===== config.mk =====
export PLATFORM = sky130hd
export DESIGN_NAME = sao_stat_mask_scan
export DESIGN_NICKNAME = d
export VERILOG_FILES = /design/src/rtl/sao_stat_mask_scan.sv
export SDC_FILE = /design/constraint.sdc
export NUM_CORES = 1
export LEC_CHECK = 0
export ABC_AREA = 1
export CAP_MARGIN = 20
export CORE_MARGIN = 2
export CORE_UTILIZATION = 45
export CTS_BUF_LIST = sky130_fd_sc_hd__clkbuf_4
export DETAILED_ROUTE_END_ITERATION = 10
export PLACE_DENSITY = 0.66
export SLEW_MARGIN = 25
export SYNTH_ARGS = -nofsm -noshare
export SYNTH_HDL_FRONTEND = slang
export SYNTH_SLANG_ARGS = --single-unit

===== constraint.sdc =====
create_clock -name clk -period 2.95 [get_ports clk]
set_input_delay 0.59 -clock clk [delete_from_list [all_inputs] [get_ports clk]]
set_output_delay 0.59 -clock clk [all_outputs]
set_load 0.02 [all_outputs]

===== src/rtl/sao_stat_mask_scan.sv =====
// Raster scan of one CTU in pixel groups, producing a registered per-EO-class
// "use this pixel" mask that accounts for CTU edges, picture clipping and neighbour availability.
module sao_stat_mask_scan #(
  parameter int N_PIX     = 4,
  parameter int N_EO_TYPE = 4,
  parameter int BLK_X_LEN = 6,
  parameter int BLK_Y_LEN = 6,
  parameter int CTU_LEN   = 7
) (
  input  logic                 clk,
  input  logic                 rst,
  input  logic                 start,
  input  logic [CTU_LEN-1:0]   valid_w,
  input  logic [CTU_LEN-1:0]   valid_h,
  input  logic [7:0]           avail,
  output logic                 idle,
  output logic                 o_valid,
  input  logic                 o_ready,
  output logic [BLK_X_LEN-1:0] o_x,
  output logic [BLK_Y_LEN-1:0] o_y,
  output logic                 o_last,
  output logic [N_PIX-1:0]     b_use [0:N_EO_TYPE-1],
  output logic                 o_done
);

  localparam int GW = N_PIX / 2;
  localparam int CW = CTU_LEN + 1;
  localparam logic signed [CW-1:0] S_ZERO = {CW{1'b0}};
  localparam logic signed [CW-1:0] S_ONE  = {{(CW-1){1'b0}}, 1'b1};
  localparam logic [BLK_X_LEN-1:0] X_ONE  = {{(BLK_X_LEN-1){1'b0}}, 1'b1};
  localparam logic [BLK_Y_LEN-1:0] Y_ONE  = {{(BLK_Y_LEN-1){1'b0}}, 1'b1};

  typedef enum logic [1:0] {
    S_IDLE  = 2'd0,
    S_SETUP = 2'd1,
    S_RUN   = 2'd2,
    S_FLUSH = 2'd3
  } state_e;

  state_e               state_q, state_d;
  logic [CTU_LEN-1:0]   w_q, h_q;
  logic [7:0]           av_q;
  logic [BLK_X_LEN-1:0] gx_q, nxm1_q, ox_q;
  logic [BLK_Y_LEN-1:0] gy_q, nym1_q, oy_q;
  logic                 valid_q, last_q, done_q, idle_q, done_d;
  logic                 load_s, ctu_empty_s, last_grp_s;
  logic [N_PIX-1:0]     b_use_q [0:N_EO_TYPE-1];
  logic [N_PIX-1:0]     b_use_d [0:N_EO_TYPE-1];

  // Neighbour availability from the side it lies on relative to the clipped CTU area.
  function automatic logic nb_avail(input logic signed [CW-1:0] nx, input logic signed [CW-1:0] ny,
                                    input logic signed [CW-1:0] ws, input logic signed [CW-1:0] hs,
                                    input logic [7:0] av);
    logic [1:0] sx, sy;
    if (nx < S_ZERO)   sx = 2'd1;
    else if (nx >= ws) sx = 2'd2;
    else               sx = 2'd0;
    if (ny < S_ZERO)   sy = 2'd1;
    else if (ny >= hs) sy = 2'd2;
    else               sy = 2'd0;
    case ({sx, sy})
      4'b0000: nb_avail = 1'b1;
      4'b0100: nb_avail = av[0];
      4'b1000: nb_avail = av[1];
      4'b0001: nb_avail = av[2];
      4'b0010: nb_avail = av[3];
      4'b0101: nb_avail = av[4];
      4'b1001: nb_avail = av[5];
      4'b0110: nb_avail = av[6];
      4'b1010: nb_avail = av[7];
      default: nb_avail = 1'b0;
    endcase
  endfunction

  // The two neighbours of a class are always mirror images, so one offset suffices.
  function automatic logic use_bit(input logic [BLK_X_LEN-1:0] gx, input logic [BLK_Y_LEN-1:0] gy,
                                   input int p, input int e, input logic [CTU_LEN-1:0] w,
                                   input logic [CTU_LEN-1:0] h, input logic [7:0] av);
    logic signed [CW-1:0] px, py, dx, dy, ws, hs;
    px = CW'(int'(gx) * GW + 2 * (p / 4) + (p % 2));
    py = CW'(int'(gy) * 2 + (p % 4) / 2);
    ws = {1'b0, w};
    hs = {1'b0, h};
    case (e)
      0:       begin dx = S_ONE;  dy = S_ZERO; end
      1:       begin dx = S_ZERO; dy = S_ONE;  end
      2:       begin dx = S_ONE;  dy = S_ONE;  end
      3:       begin dx = S_ONE;  dy = -S_ONE; end
      default: begin dx = S_ZERO; dy = S_ZERO; end
    endcase
    use_bit = (px < ws) && (py < hs) && nb_avail(px + dx, py + dy, ws, hs, av)
              && nb_avail(px - dx, py - dy, ws, hs, av);
  endfunction

  assign ctu_empty_s = (w_q == {CTU_LEN{1'b0}}) || (h_q == {CTU_LEN{1'b0}});
  assign last_grp_s  = (gx_q == nxm1_q) && (gy_q == nym1_q);

  // Scan state machine: next state and per-cycle strobes.
  always_comb begin
    state_d = state_q;
    load_s  = 1'b0;
    done_d  = 1'b0;
    case (state_q)
      S_IDLE: begin
        if (start) state_d = S_SETUP;
        else       state_d = S_IDLE;
      end
      S_SETUP: begin
        if (ctu_empty_s) begin
          state_d = S_IDLE;
          done_d  = 1'b1;
        end else begin
          state_d = S_RUN;
        end
      end
      S_RUN: begin
        if (!valid_q || o_ready) begin
          load_s = 1'b1;
          if (last_grp_s) state_d = S_FLUSH;
          else            state_d = S_RUN;
        end else begin
          state_d = S_RUN;
        end
      end
      S_FLUSH: begin
        if (valid_q && o_ready) begin
          state_d = S_IDLE;
          done_d  = 1'b1;
        end else begin
          state_d = S_FLUSH;
        end
      end
      default: state_d = S_IDLE;
    endcase
  end

  // Mask for the group currently addressed by the scan counters.
  always_comb begin
    for (int e = 0; e < N_EO_TYPE; e++) begin
      b_use_d[e] = {N_PIX{1'b0}};
      for (int p = 0; p < N_PIX; p++) begin
        b_use_d[e][p] = use_bit(gx_q, gy_q, p, e, w_q, h_q, av_q);
      end
    end
  end

  // State, latched CTU configuration, scan counters and output register.
  always_ff @(posedge clk) begin
    if (rst) begin
      state_q <= S_IDLE;
      idle_q  <= 1'b1;
      done_q  <= 1'b0;
      valid_q <= 1'b0;
      last_q  <= 1'b0;
      w_q     <= {CTU_LEN{1'b0}};
      h_q     <= {CTU_LEN{1'b0}};
      av_q    <= 8'h00;
      gx_q    <= {BLK_X_LEN{1'b0}};
      gy_q    <= {BLK_Y_LEN{1'b0}};
      nxm1_q  <= {BLK_X_LEN{1'b0}};
      nym1_q  <= {BLK_Y_LEN{1'b0}};
      ox_q    <= {BLK_X_LEN{1'b0}};
      oy_q    <= {BLK_Y_LEN{1'b0}};
      for (int e = 0; e < N_EO_TYPE; e++) b_use_q[e] <= {N_PIX{1'b0}};
    end else begin
      state_q <= state_d;
      idle_q  <= (state_d == S_IDLE);
      done_q  <= done_d;
      if (state_q == S_IDLE && start) begin
        w_q  <= valid_w;
        h_q  <= valid_h;
        av_q <= avail;
        gx_q <= {BLK_X_LEN{1'b0}};
        gy_q <= {BLK_Y_LEN{1'b0}};
      end
      // Group counts are ceil(w/GW) and ceil(h/2); an empty CTU never reaches RUN.
      if (state_q == S_SETUP) begin
        nxm1_q <= BLK_X_LEN'((int'(w_q) + GW - 1) / GW - 1);
        nym1_q <= BLK_Y_LEN'((int'(h_q) + 1) / 2 - 1);
      end
      if (load_s) begin
        valid_q <= 1'b1;
        last_q  <= last_grp_s;
        ox_q    <= gx_q;
        oy_q    <= gy_q;
        b_use_q <= b_use_d;
        if (gx_q == nxm1_q) begin
          gx_q <= {BLK_X_LEN{1'b0}};
          gy_q <= gy_q + Y_ONE;
        end else begin
          gx_q <= gx_q + X_ONE;
        end
      end else if (state_q == S_FLUSH && o_ready) begin
        valid_q <= 1'b0;
        last_q  <= 1'b0;
      end
    end
  end

  assign idle    = idle_q;
  assign o_valid = valid_q;
  assign o_last  = last_q;
  assign o_x     = ox_q;
  assign o_y     = oy_q;
  assign o_done  = done_q;
  assign b_use   = b_use_q;

endmodule

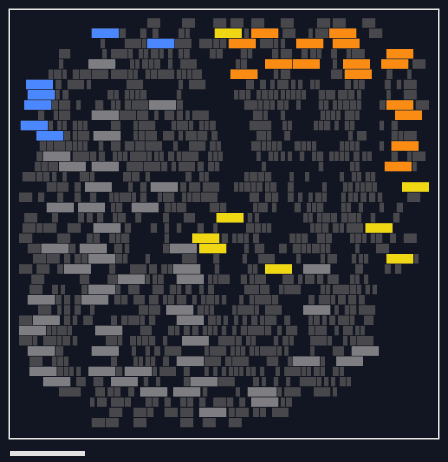
run_1/flops_by_reg.png
The bar under the picture is 20 um long. Other sequential cells in the stronger gray, the rest of the logic in the fainter gray.
legend:
  orange:
    netlist_name: `b_use`
    flops: 16
    where: upper right
  yellow:
    netlist_name: `av_q`
    flops: 8
  blue:
    netlist_name: `h_q`
    flops: 7
    where: upper left
P_seq: 1.25 mW
Flop area: 1600 um^2

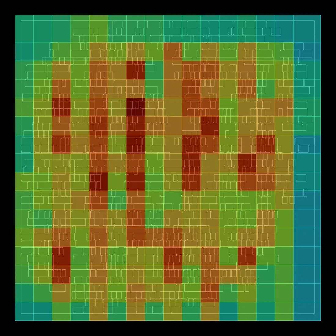
run_1/congestion.png
final core area utilization: 52.7%
met1 usage: 29.4%
grt met3 use: 4.94%

==> metrics.yaml, run 1 <==
final_antenna_net_count: 0
clock_area_share_pct: 1.88
port_buffers: 57
fin_setup_tns_ns: 0
multi_input_comb_cells: 590
dr.pass1.iters: 5
start_kind: "register"
netlist-cell-type-count: 38
routed.top_layer: "met4"
nNonClkInverters: 117
grt_pass1_wl_um: 24700
busiest_layer: "met2"
yosys_warnings: 0
cts_tree: "built"
endpoint_kind: "register"
bufAreaShareNonClock_pct: 10.7
finalHoldViolCount: 0
lay_top_count: "nand2_1"
largest_reg_flops: 16
pwr-share-seq_pct: 42.6
ys_chip_area_um2: 5410
reg2reg_depth: 17
cp.required_ns: 3.37
sh_comb_area_pct: 51.9
dr_wl_met2_um: 7090
endpoint: "b_use[2]"
preCtsSetupSlack_ns: 0.263
grt_remaining_overflow: 0
ys_async_sr_fraction_pct: 0
drt_iter0_drc: 192
clk-power_uw: 607
dieWidth_um: 114
core_area_um2: 11900
place_hpwl_um: 11500
synthesis.area_um2: 5410
ctsResizeCount: 0
drive_gt1_share_pct: 5.84
worstSetupPathDepth: 17
top_power_group: "sequential cells"
r2r_slack_ns: 0.30
largestClassByArea: "combinational gates"
min_from: "b_use[3]"
rr_startpoint: "gx_q[1]"
ff_count: 80
avgRoutedWirePerCell_um: 14.4
slew_headroom_pct: 66.9
grt_pass1_vias: 5290
wl_met3_um: 752
hp-class: "register to register"
status: "finished, final reports clean"
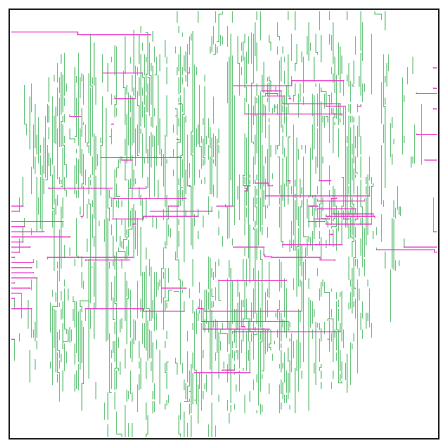
run_1/wires.png
Only two layers are drawn.
legend:
  magenta:
    layer: metal 3
    wire_length: 752 um
  green:
    layer: metal 2
    wire_length: 7090 um

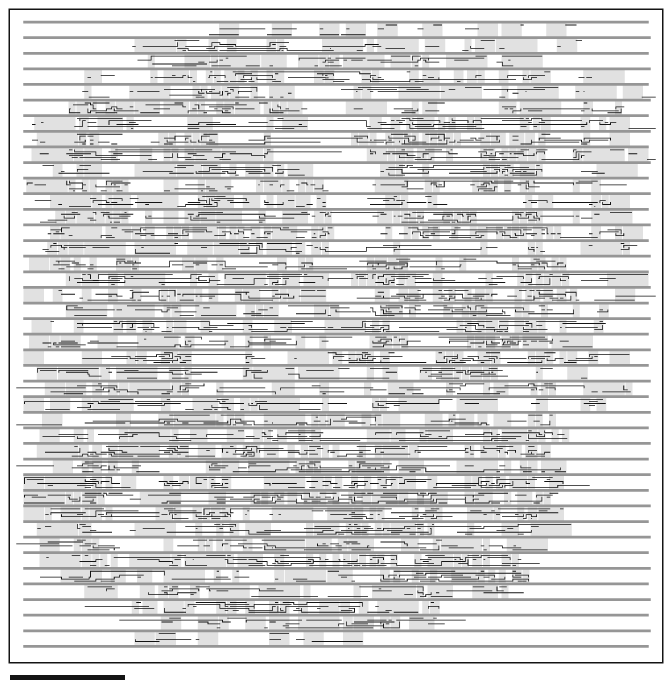
run_1/layer_met1.png
The bar under the picture is 20 um long. Supply wires on this layer in gray.
wire length on this layer: 6560 um
main direction: horizontal
longest straight run: 38.2 um
final WL: 14700 um
vias post-DR: 5332

run_1/io_fan.png
The bar under the picture is 20 um long.
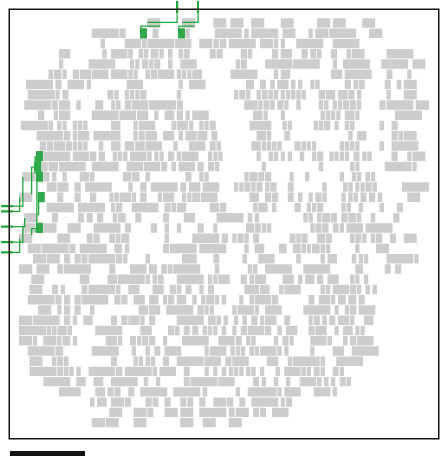

--- run 2 (diff from run 1) ---
--- a/config.mk
+++ b/config.mk
@@ -11,7 +11,7 @@
 export CORE_UTILIZATION = 45
 export CTS_BUF_LIST = sky130_fd_sc_hd__clkbuf_4
 export DETAILED_ROUTE_END_ITERATION = 10
-export PLACE_DENSITY = 0.66
+export PLACE_DENSITY = 0.67
 export SLEW_MARGIN = 25
 export SYNTH_ARGS = -nofsm -noshare
 export SYNTH_HDL_FRONTEND = slang
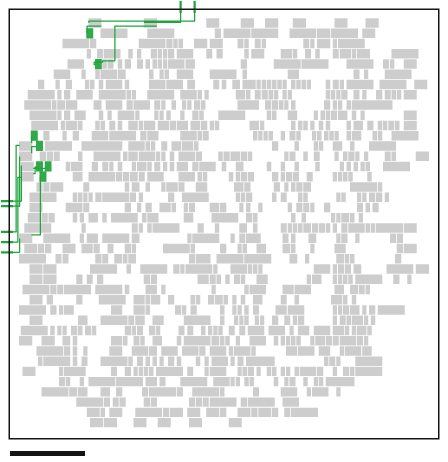
run_2/io_fan.png
The bar under the picture is 20 um long.
legend:
  green:
    port: `valid_h`
    direction: input
    end_cells: 7
    buffers: 7
    wire: 182 um

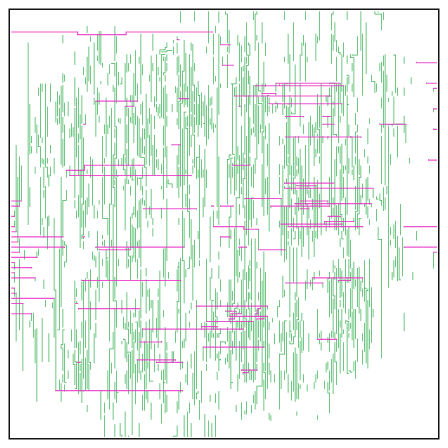
run_2/wires.png
Only two layers are drawn.
legend:
  green:
    layer: metal 2
    wire_length: 7210 um
  magenta:
    layer: metal 3
    wire_length: 826 um

==> run 2 against run 1 <==
  * Synthesized cell count unchanged
  * Non-clock buffer count decreased by 2
  * Global-route usage increased by 1.0 points
  * Routed wire length increased by 3.7%
  * Via count increased by 0.92%
  * Synthesized area unchanged
==> metrics.yaml, run 2 <==
status: "finished, final reports clean"
grt_remaining_overflow: 0
sh_comb_area_pct: 51.5
cp.required_ns: 3.36
mux_share_pct: 0
dr_wl_met2_um: 7210
lay_top_count: "nand2_1"
routed_wl_um: 15300
top_power_group: "sequential cells"
worstSetupPathType: "register to register"
ff_count: 80
slew_headroom_pct: 57.7
antenna_found_initial: 0
dieWidth_um: 114
cpLargestDelayFamily: "simple AND/OR/NAND/NOR gates"
largestClassByArea: "combinational gates"
finish.utilization_pct: 53.1
ys_async_sr_fraction_pct: 0
maxCapViolCount: 0
grt_pass1_wl_um: 25500
place_hpwl_um: 11800
avgRoutedWirePerCell_um: 15.0
crit_fanout: 10
reg2reg_depth: 14
grt_use_met3_pct: 4.99
gr-usage-met1_pct: 31.4
ctsResizeCount: 0
warnings: 36
final_area_um2: 6300
final_antenna_net_count: 0
ys_chip_area_um2: 5410
seq-power_mw: 1.25
core_area_um2: 11900
pwr-share-seq_pct: 40.4
clockRootBuffer: "clkbuf_4"
drt_iter0_drc: 219
nNonClkInverters: 117
grt_pass1_vias: 5292
dr.pass1.iters: 5
worstSetupPathDepth: 14
cts_tree: "built"
start_kind: "register"
flop_area_um2: 1600
busiest_layer: "met2"
floorplan.core_util_pct: 45.6
port_buffers: 57
finalHoldViolCount: 0
vias: 5381
endpoint_kind: "register"
endpoint: "b_use[11]"
routed.top_layer: "met4"
clk_pin_slew_ns: 0.14
drive_gt1_share_pct: 5.63
rr_startpoint: "gy_q[0]"
hp-class: "register to register"
r2r_slack_ns: 0.35
fin_setup_tns_ns: 0
netlist-cell-type-count: 38
preCtsSetupSlack_ns: 0.283
min_from: "b_use[14]"
largest_reg_flops: 16
synthesis.area_um2: 5410
wl_met3_um: 826
worstMarginPinSlew_ns: 0.633
seq_area_share_pct: 25.5
clk-power_uw: 770
bufAreaShareNonClock_pct: 10.6
place_congestion: 0.911
simple_gate_area_share_pct: 27.8
multi_input_comb_cells: 590
yosys_warnings: 0
syn_inst: 814
Power figures rest on the tool's default switching activity, not on a simulated workload.
